File: src/rtl/aes_mix_columns_stage_if.sv
// Handshake bundle for the AES MixColumns stage.
//   in_valid/in_ready/in_state/in_last : upstream (post-ShiftRows) state
//   out_valid/out_ready/out_state      : downstream mixed or bypassed state
// The stage uses the slave modport; the upstream/downstream agent uses master.
interface aes_mix_columns_stage_if;
  logic         in_valid;
  logic         in_ready;
  logic [127:0] in_state;
  logic         in_last;
  logic         out_valid;
  logic         out_ready;
  logic [127:0] out_state;

  modport master (
    output in_valid, in_state, in_last, out_ready,
    input  in_ready, out_valid, out_state
  );

  modport slave (
    input  in_valid, in_state, in_last, out_ready,
    output in_ready, out_valid, out_state
  );
endinterface

File: src/rtl/aes_mix_columns_stage.sv
// Sequential AES MixColumns stage: one 32-bit column per cycle through four
// shared x2/x3 GF(2^8) multiplier lanes. A final-round flag bypasses the mix.
// Ports:
//   clk   : rising-edge clock
//   rst_n : asynchronous active-low reset
//   bus   : slave side of aes_mix_columns_stage_if (in_* accept, out_* result)
// Byte order: byte 0 = [127:120]; column c = bytes 4c..4c+3.
//
// state | meaning
// IDLE  | waiting for a state; in_ready = 1
// CALC  | mixing column col of the work register, one column per cycle
// DONE  | result registered to out_*, held until out_ready
module aes_mix_columns_stage #(
  parameter int NUM_COLS = 4,
  parameter int CNT_W    = 2
) (
  input  logic                    clk,
  input  logic                    rst_n,
  aes_mix_columns_stage_if.slave  bus
);

  localparam logic [1:0] IDLE = 2'd0;
  localparam logic [1:0] CALC = 2'd1;
  localparam logic [1:0] DONE = 2'd2;

  logic [1:0]       state_q, state_d;
  logic [CNT_W-1:0] col_q, col_d;
  logic [127:0]     work_q, work_d;
  logic             byp_wait_q, byp_wait_d;
  logic             out_valid_q, out_valid_d;
  logic [127:0]     out_state_q, out_state_d;

  logic [31:0]      col_word;
  logic [3:0][7:0]  a;
  logic [3:0][7:0]  m2;
  logic [3:0][7:0]  m3;
  logic [31:0]      mixed;

  // Column select mux feeding the shared multiplier lanes.
  always_comb begin
    col_word = '0;
    for (int c = 0; c < NUM_COLS; c++) begin
      if (col_q == CNT_W'(c)) col_word = work_q[127-32*c -: 32];
    end
  end

  // Multiplier lanes: lane i handles byte i of the selected column.
  for (genvar i = 0; i < 4; i++) begin : g_mul
    assign a[i]  = col_word[31-8*i -: 8];
    assign m2[i] = {a[i][6:0], 1'b0} ^ (a[i][7] ? 8'h1B : 8'h00);
    assign m3[i] = m2[i] ^ a[i];
  end

  assign mixed = {m2[0] ^ m3[1] ^ a[2]  ^ a[3],
                  a[0]  ^ m2[1] ^ m3[2] ^ a[3],
                  a[0]  ^ a[1]  ^ m2[2] ^ m3[3],
                  m3[0] ^ a[1]  ^ a[2]  ^ m2[3]};

  always_comb begin
    state_d     = state_q;
    col_d       = col_q;
    work_d      = work_q;
    byp_wait_d  = byp_wait_q;
    out_valid_d = out_valid_q;
    out_state_d = out_state_q;

    case (state_q)
      IDLE: begin
        if (bus.in_valid) begin
          work_d = bus.in_state;
          col_d  = '0;
          if (bus.in_last) begin
            state_d    = DONE;
            // Bypass result appears two edges after accept.
            byp_wait_d = 1'b1;
          end else begin
            state_d = CALC;
          end
        end
      end
      CALC: begin
        for (int c = 0; c < NUM_COLS; c++) begin
          if (col_q == CNT_W'(c)) work_d[127-32*c -: 32] = mixed;
        end
        if (col_q == CNT_W'(NUM_COLS - 1)) begin
          col_d   = '0;
          state_d = DONE;
        end else begin
          col_d = col_q + CNT_W'(1);
        end
      end
      DONE: begin
        if (!out_valid_q) begin
          if (byp_wait_q) begin
            byp_wait_d = 1'b0;
          end else begin
            out_valid_d = 1'b1;
            out_state_d = work_q;
          end
        end else if (bus.out_ready) begin
          out_valid_d = 1'b0;
          state_d     = IDLE;
        end
      end
      default: state_d = IDLE;
    endcase
  end

  always_ff @(posedge clk or negedge rst_n) begin
    if (!rst_n) begin
      state_q     <= IDLE;
      col_q       <= '0;
      work_q      <= '0;
      byp_wait_q  <= 1'b0;
      out_valid_q <= 1'b0;
      out_state_q <= '0;
    end else begin
      state_q     <= state_d;
      col_q       <= col_d;
      work_q      <= work_d;
      byp_wait_q  <= byp_wait_d;
      out_valid_q <= out_valid_d;
      out_state_q <= out_state_d;
    end
  end

  assign bus.in_ready  = (state_q == IDLE);
  assign bus.out_valid = out_valid_q;
  assign bus.out_state = out_state_q;

endmodule

File: src/flat_wrapper.sv
// flat-port wrapper written by rule: the top's interface ports become plain ports
module aes_mix_columns_stage_flat 
#(
  parameter int NUM_COLS = 4,
  parameter int CNT_W    = 2
)
  (clk, rst_n, bus_in_valid, bus_in_state, bus_in_last, bus_out_ready, bus_in_ready, bus_out_valid, bus_out_state);
  aes_mix_columns_stage_if bus_i ();
  input  logic clk;
  input  logic rst_n;
  input wire logic [$bits(bus_i.in_valid)-1:0] bus_in_valid;
  input wire logic [$bits(bus_i.in_state)-1:0] bus_in_state;
  input wire logic [$bits(bus_i.in_last)-1:0] bus_in_last;
  input wire logic [$bits(bus_i.out_ready)-1:0] bus_out_ready;
  output wire logic [$bits(bus_i.in_ready)-1:0] bus_in_ready;
  output wire logic [$bits(bus_i.out_valid)-1:0] bus_out_valid;
  output wire logic [$bits(bus_i.out_state)-1:0] bus_out_state;
  assign bus_i.in_valid = bus_in_valid;
  assign bus_i.in_state = bus_in_state;
  assign bus_i.in_last = bus_in_last;
  assign bus_i.out_ready = bus_out_ready;
  assign bus_in_ready = bus_i.in_ready;
  assign bus_out_valid = bus_i.out_valid;
  assign bus_out_state = bus_i.out_state;
  aes_mix_columns_stage #(.NUM_COLS(NUM_COLS), .CNT_W(CNT_W)) u_core (.clk(clk), .rst_n(rst_n), .bus(bus_i));
endmodule
File: config.mk
export PLATFORM = sky130hd
export DESIGN_NAME = aes_mix_columns_stage_flat
export DESIGN_NICKNAME = d
export VERILOG_FILES = /design/src/rtl/aes_mix_columns_stage_if.sv /design/src/rtl/aes_mix_columns_stage.sv /design/src/flat_wrapper.sv
export SDC_FILE = /design/constraint.sdc
export NUM_CORES = 1
export LEC_CHECK = 0
export ABC_AREA = 1
export CAP_MARGIN = 20
export CELL_PAD_IN_SITES_DETAIL_PLACEMENT = 1
export CELL_PAD_IN_SITES_GLOBAL_PLACEMENT = 2
export CORE_MARGIN = 5
export CORE_UTILIZATION = 31
export DETAILED_ROUTE_END_ITERATION = 12
export GPL_TIMING_DRIVEN = 0
export HOLD_SLACK_MARGIN = 0.06
export PLACE_DENSITY = 0.89
export SLEW_MARGIN = 20
export SYNTH_ARGS = -nofsm -noshare
export SYNTH_HDL_FRONTEND = slang
export SYNTH_SLANG_ARGS = --single-unit
export TNS_END_PERCENT = 100
File: constraint.sdc
create_clock -name clk -period 2.4 [get_ports clk]
set_input_delay 0.48 -clock clk [delete_from_list [all_inputs] [get_ports clk]]
set_output_delay 0.48 -clock clk [all_outputs]
set_load 0.02 [all_outputs]
### Signal wires on met1

Supply wires on this layer in grey.
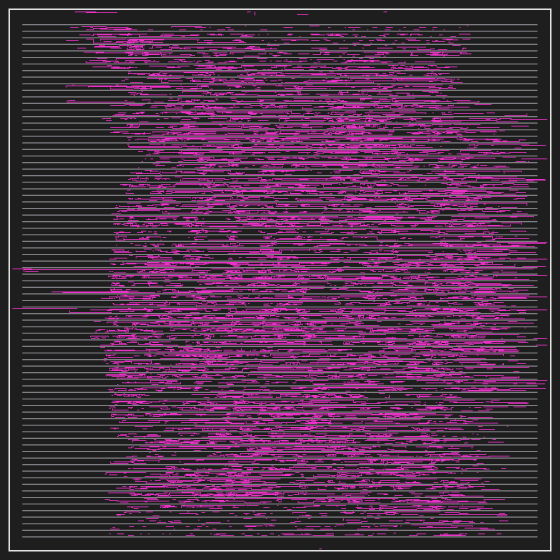
main direction: horizontal
wire length on this layer: 27.9 mm
share of all routed wire: 41%

### Where the registers sit

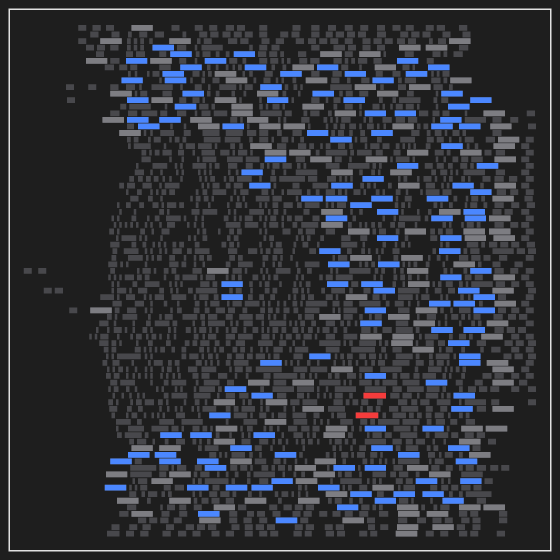
[blue] u_core.work_q | sequential cells: 128
[red] u_core.col_q | sequential cells: 2

### Power grid

Pins as bars on the die edge.
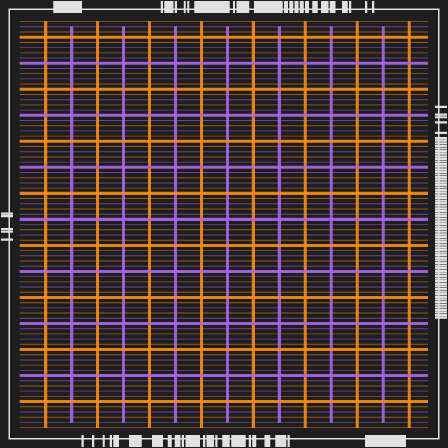
[purple] VDD
[orange] VSS
met4 straps: 15
met1 rails: 79

==> results_dict.tcl <==
# place-and-route summary
set metrics [dict create \
    common_cells "nand2_1, a21oi_1, dfrtp_1" \
    simple_gate_share_pct 24.7 \
    hold_viol 0 \
    path_clk_slew_ns 0.07 \
    path_cells "inv_4 > ha_4 > buf_12 > buf_12 > a21oi_4 > nand2_4 > a21oi_4 > buf_12 > buf_12 > nand2_1 > nand3_2 > nand2_1 > nand2_2 > nand3_4 > a21oi_2" \
    fin_util_pct 48.0 \
    cts_num_sinks 262 \
    die_y_um 224 \
    crit_path_end_kind "flip-flop" \
    violations "setup timing" \
    wl_met3_mm 3.59 \
    post-place-ws_ns -0.708 \
    design_area_um2 21700 \
    startpoint "u_core.col_q[0]" \
    crit_path_frequent_cell "buf_12" \
    cts_tree "built" \
    fin_nets 2224 \
    adder_share_pct 0.354 \
    setup_ws_ns -0.0588 \
    grt-busiest-layer "met2" \
    place.gp.congestion 0.903 \
    setup_violations 31 \
    yosys_most_used_dff "dfrtp_1" \
    rsz0062_at_grt "true" \
    combGateArea_um2 9020 \
    r2r_start "u_core.col_q[0]" \
    synth-seq-cells 262 \
    top_cell "nand2_1" \
    hold_slack_ns 0.496 \
    layout_top_cell_excl_fill_tap "nand2_1" \
    status "finished, violations left" \
    synth.area.top_cells "dfrtp_1, nand2_1, a21oi_1" \
    seq_cell_count 262 \
    n_fill_cell 5142 \
    warning_count 31 \
    cp-start-kind "flip-flop" \
    drt-met1-wl_mm 27.9 \
    final_cell_mix "nand2_1, clkdlybuf4s50_1, dfrtp_1, a21oi_1, nand2_2" \
    cts_setup_buffers 34 \
    ys_types 35 \
    min_delay_path_depth 2 \
    drtIter0Drc 1205 \
    drtAntennaViolNets 0 \
]
